`config.mk`:
```
export PLATFORM = sky130hd
export DESIGN_NAME = piso_shift_tx
export DESIGN_NICKNAME = d
export VERILOG_FILES = /design/src/rtl/piso_shift_tx.sv
export SDC_FILE = /design/constraint.sdc
export NUM_CORES = 1
export LEC_CHECK = 0
export CAP_MARGIN = 20
export CORE_MARGIN = 2
export CORE_UTILIZATION = 40
export DETAILED_ROUTE_END_ITERATION = 12
export GPL_TIMING_DRIVEN = 0
export PLACE_DENSITY = 0.68
export SLEW_MARGIN = 15
export SYNTH_ARGS = -nofsm -noshare
export SYNTH_HDL_FRONTEND = slang
export SYNTH_SLANG_ARGS = --single-unit
```
`constraint.sdc`:
```
create_clock -name CLK -period 1.3 [get_ports CLK]
set_input_delay 0.195 -clock CLK [delete_from_list [all_inputs] [get_ports CLK]]
set_output_delay 0.195 -clock CLK [all_outputs]
set_load 0.01 [all_outputs]
```
`src/rtl/piso_shift_tx.sv`:
```
// Parallel-in serial-out transmitter: accepts a word on LOAD/RDY, shifts it
// out one bit per enabled clock with FRAME on the first bit and a DONE pulse.
module piso_shift_tx #(
    parameter int N         = 8,
    parameter bit MSB_FIRST = 1'b1
) (
    input  logic         CLK,
    input  logic         res,
    input  logic [N-1:0] D,
    input  logic         LOAD,
    input  logic         EN,
    output logic         RDY,
    output logic         SDO,
    output logic         SVALID,
    output logic         FRAME,
    output logic         DONE
);

    localparam int            CW   = (N > 1) ? $clog2(N) : 1;
    localparam logic [CW-1:0] LAST = CW'(N - 1);

    typedef enum logic [1:0] {
        ST_IDLE,
        ST_SHIFT,
        ST_DONE
    } state_t;

    state_t        state;
    logic [N-1:0]  shreg;
    logic [N-1:0]  shreg_next;
    logic [CW-1:0] cnt;

    // The bit about to go out always sits at the leading end of the register.
    always_comb begin
        shreg_next = MSB_FIRST ? (shreg << 1) : (shreg >> 1);
    end

    always_ff @(posedge CLK) begin
        if (res) begin
            state  <= ST_IDLE;
            shreg  <= '0;
            cnt    <= '0;
            SDO    <= 1'b0;
            SVALID <= 1'b0;
            FRAME  <= 1'b0;
            DONE   <= 1'b0;
            RDY    <= 1'b1;
        end else begin
            case (state)
                ST_IDLE: begin
                    if (LOAD && RDY) begin
                        shreg  <= D;
                        SDO    <= MSB_FIRST ? D[N-1] : D[0];
                        SVALID <= 1'b1;
                        FRAME  <= 1'b1;
                        cnt    <= '0;
                        RDY    <= 1'b0;
                        state  <= ST_SHIFT;
                    end
                end
                ST_SHIFT: begin
                    if (EN) begin
                        FRAME <= 1'b0;
                        if (cnt == LAST) begin
                            SVALID <= 1'b0;
                            SDO    <= 1'b0;
                            DONE   <= 1'b1;
                            state  <= ST_DONE;
                        end else begin
                            cnt   <= cnt + 1'b1;
                            shreg <= shreg_next;
                            SDO   <= MSB_FIRST ? shreg_next[N-1] : shreg_next[0];
                        end
                    end
                end
                ST_DONE: begin
                    DONE  <= 1'b0;
                    RDY   <= 1'b1;
                    state <= ST_IDLE;
                end
                default: begin
                    state <= ST_IDLE;
                end
            endcase
        end
    end

endmodule
```
==> changes_impl.md, run 1 <==
### Physical design

- Count of tool warnings: 29
- Final hold violation count: 0
- Top cell area share: 0.405
- Largest class: multi-input combinational cells
- M2 GR Usage: 0.260
- Max Freq: 710 MHz
- Initial antenna violation count: 0
- Post-Syn Nets: 102
- Critical hold path startpoint: shreg[3]
- Outcome: finished, violations left
- Violated checks: negative setup slack
- Pwr Density: 965 mW/mm^2
- Post-CTS Hold Fix Bufs: 0
- Worst slew pin tran: 0.351 ns
- Worst R2R Setup Slack: -0.11 ns
- Final setup fails: 11
- RSZ-0062 raised after global routing: true
- Cell variety after synth: 25
- VDD IR max: 609 uV
- DRT iter0 DRCs: 9
- TritonCTS clock tree: built
- Final setup margin: -0.108 ns
- Worst path required time: 1.51 ns
-- run 1: sequential cells by signal (all words and copies together), names as in the netlist --
register and count:
shreg 7, SDO 1, SVALID 1, DONE 1, FRAME 1, cnt 3
state 2, RDY 1
-- run 1: cells in the mapped netlist (all sizes together) --
cell type,instances
a211oi,12
a21o,1
a21oi,3
a221o,1
a2bb2oi,1
a311oi,1
a31oi,2
and4bb,1
buf,1
clkbuf,3
dfxtp,17
ha,3
inv,8
mux2,6
nand2,2
nand2b,5
nand3b,4
nand4b,1
nor2,4
nor3b,2
o21ai,5
or4,2
or4b,2
-- run 1: where the power goes --
group	total, mW	internal [mW]	switching [mW]	leakage, nW
registers	0.588	0.564	0.0244	0.141
logic	0.260	0.140	0.120	0.283
clock network	0.277	0.119	0.158	0.0150
Fig. 1: run 1, clock routing
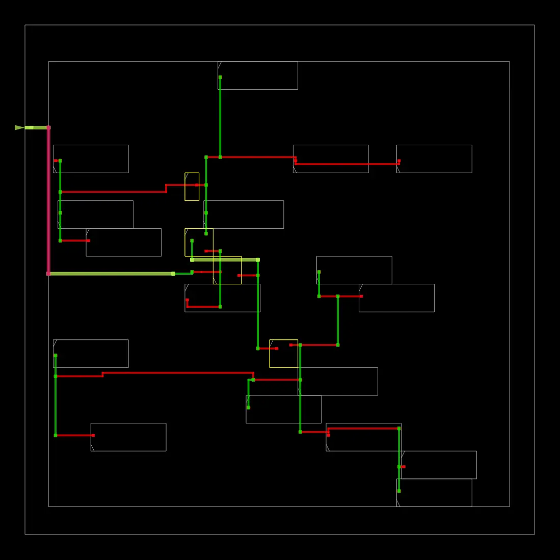
clk_lat worst skew: 0.28 ns
Sink Count: 17

Fig. 2: run 1, clock wires, drivers and flops
Scale bar: 10 um.
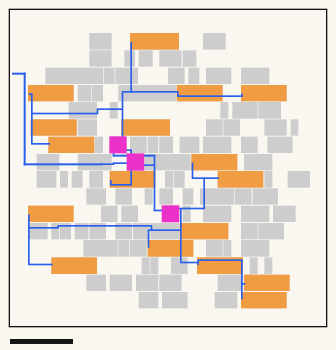
legend:
  clock wires:
    color: blue
    length: 207 um
  clock drivers:
    color: magenta
    count: 3
  flip-flops:
    color: orange
    count: 17
routed clock nets: 4
clk pwr: 0.277 mW
clock power share: 0.246
clk_skew: 0.00653 ns

Fig. 3: run 1, where the registers sit
Scale bar: 10 um. Other sequential cells in the stronger gray, the rest of the logic in the fainter gray.
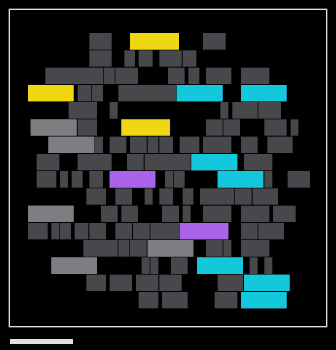
legend:
  cnt:
    color: yellow
    placed_flops: 3
  state:
    color: purple
    placed_flops: 2
  shreg:
    color: cyan
    placed_flops: 7
not colored: 5
register share of the cell area: 0.295
post-layout util: 0.594
sequential standard cell area: 344 um^2
Flop+latch power: 0.588 mW

==> inputs of run 2 (changes only) <==
CTS_CLUSTER_SIZE = 10   (was not set)
Fig. 4: run 2, clock routing
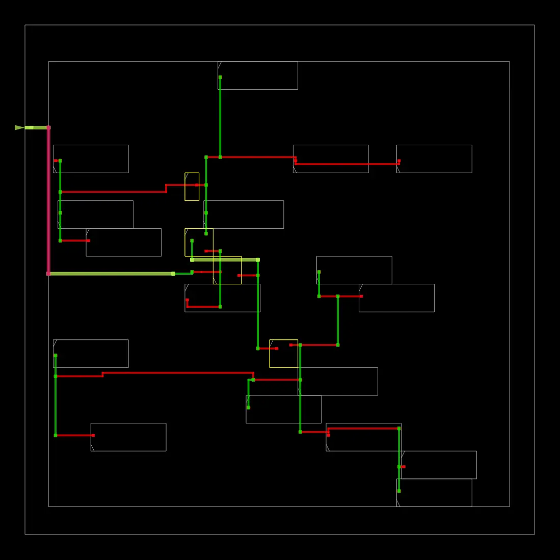
Layout clock buffers: 4
flip-flops: 17

==> run 2 against run 1 <==
The flow still finishes with violations (negative setup slack). Register-to-register slack about the same. Combinational power hardly changed. Utilization unchanged. Sequential power about the same. First-iteration DRC count did not move. Sequential share of layout area is the same. Critical endpoint unchanged. Largest cell class unchanged. Largest power group unchanged. Highest routed layer unchanged.
==> changes_impl.md, run 2 <==
### Physical design

- Outcome: finished, violations left
- Violated checks: negative setup slack
- Pwr Density: 965 mW/mm^2
- Max reg flops: 7
- CTS Buf Count: 3
- Sink Count: 17
- Setup bufs post-CTS: 2
- Flop+latch power: 0.588 mW
- Final setup fails: 11
- Max Freq: 710 MHz
- DRT iter0 DRCs: 9
- Flop pwr share: 0.523
- Logic pwr share: 0.231
- Post-CTS Hold Fix Bufs: 0
- M1 wire length: 803 um
- FP Util: 0.428
- Pwr top: sequential cells
- Post-layout util: 0.594
- Hold WC Path Type: flop to flop
- VDD IR max: 609 uV
- Post-Syn Nets: 102
- Clk_lat worst skew: 0.28 ns
- TritonCTS clock tree: built
- Pin count of the biggest net entering global routing: 11
- Residual DRC count: 0
- Clk_skew: 0.00653 ns
- Synth Instances: 87
- IO Count: 17
- Switching share of power: 0.269
- Synth async-reset ratio: 0
- M2 GR Usage: 0.260
- Clk pwr: 0.277 mW
- Count of tool warnings: 29
- Mux area share: 0.0805
- Switch Pwr: 0.302 mW
- Cell with the most instances after synthesis: dfxtp_1
- RSZ-0062 raised after global routing: true
- Layout area overhead: 38.9%
- Pint: 0.822 mW
- Clock power share: 0.246
- Largest Register: shreg
- Top cell area share: 0.405
- Non-filler cells, final: 137
- Final setup margin: -0.108 ns
- Final hold violation count: 0
- EDFF count, synth: 0
- Comb. pwr: 0.260 mW
- Initial antenna violation count: 0
run 2: final cells by class:
class / instances / area, um^2 / share of cell area
flip-flops and latches: 17 / 344 / 0.295
plain buffers: 4 / 26.3 / 0.0225
well taps: 27 / 33.8 / 0.0290
multi-input cells: 58 / 529 / 0.454
repair buffers: 19 / 176 / 0.151
inverters: 8 / 30.0 / 0.0258
clock buffers: 4 / 26.3 / 0.0225
run 2: tightest hold or removal path, cell delays in order (launching register included):
cell	delay, ns
dfxtp_1	0.32
inv_1	0.06
a211oi_2	0.06
run 2: path summary, 6_finish.rpt:
kind         startpoint  endpoint  slack, ns  cells past startpoint
max              cnt[1]  shreg[4]      -0.11                      5
min reg2reg    shreg[3]  shreg[3]       0.47                      2
max reg2reg      cnt[1]  shreg[4]      -0.11                      5
min            shreg[3]  shreg[3]       0.47                      2
No activity file was given, so power comes from the tool's default toggle rates.
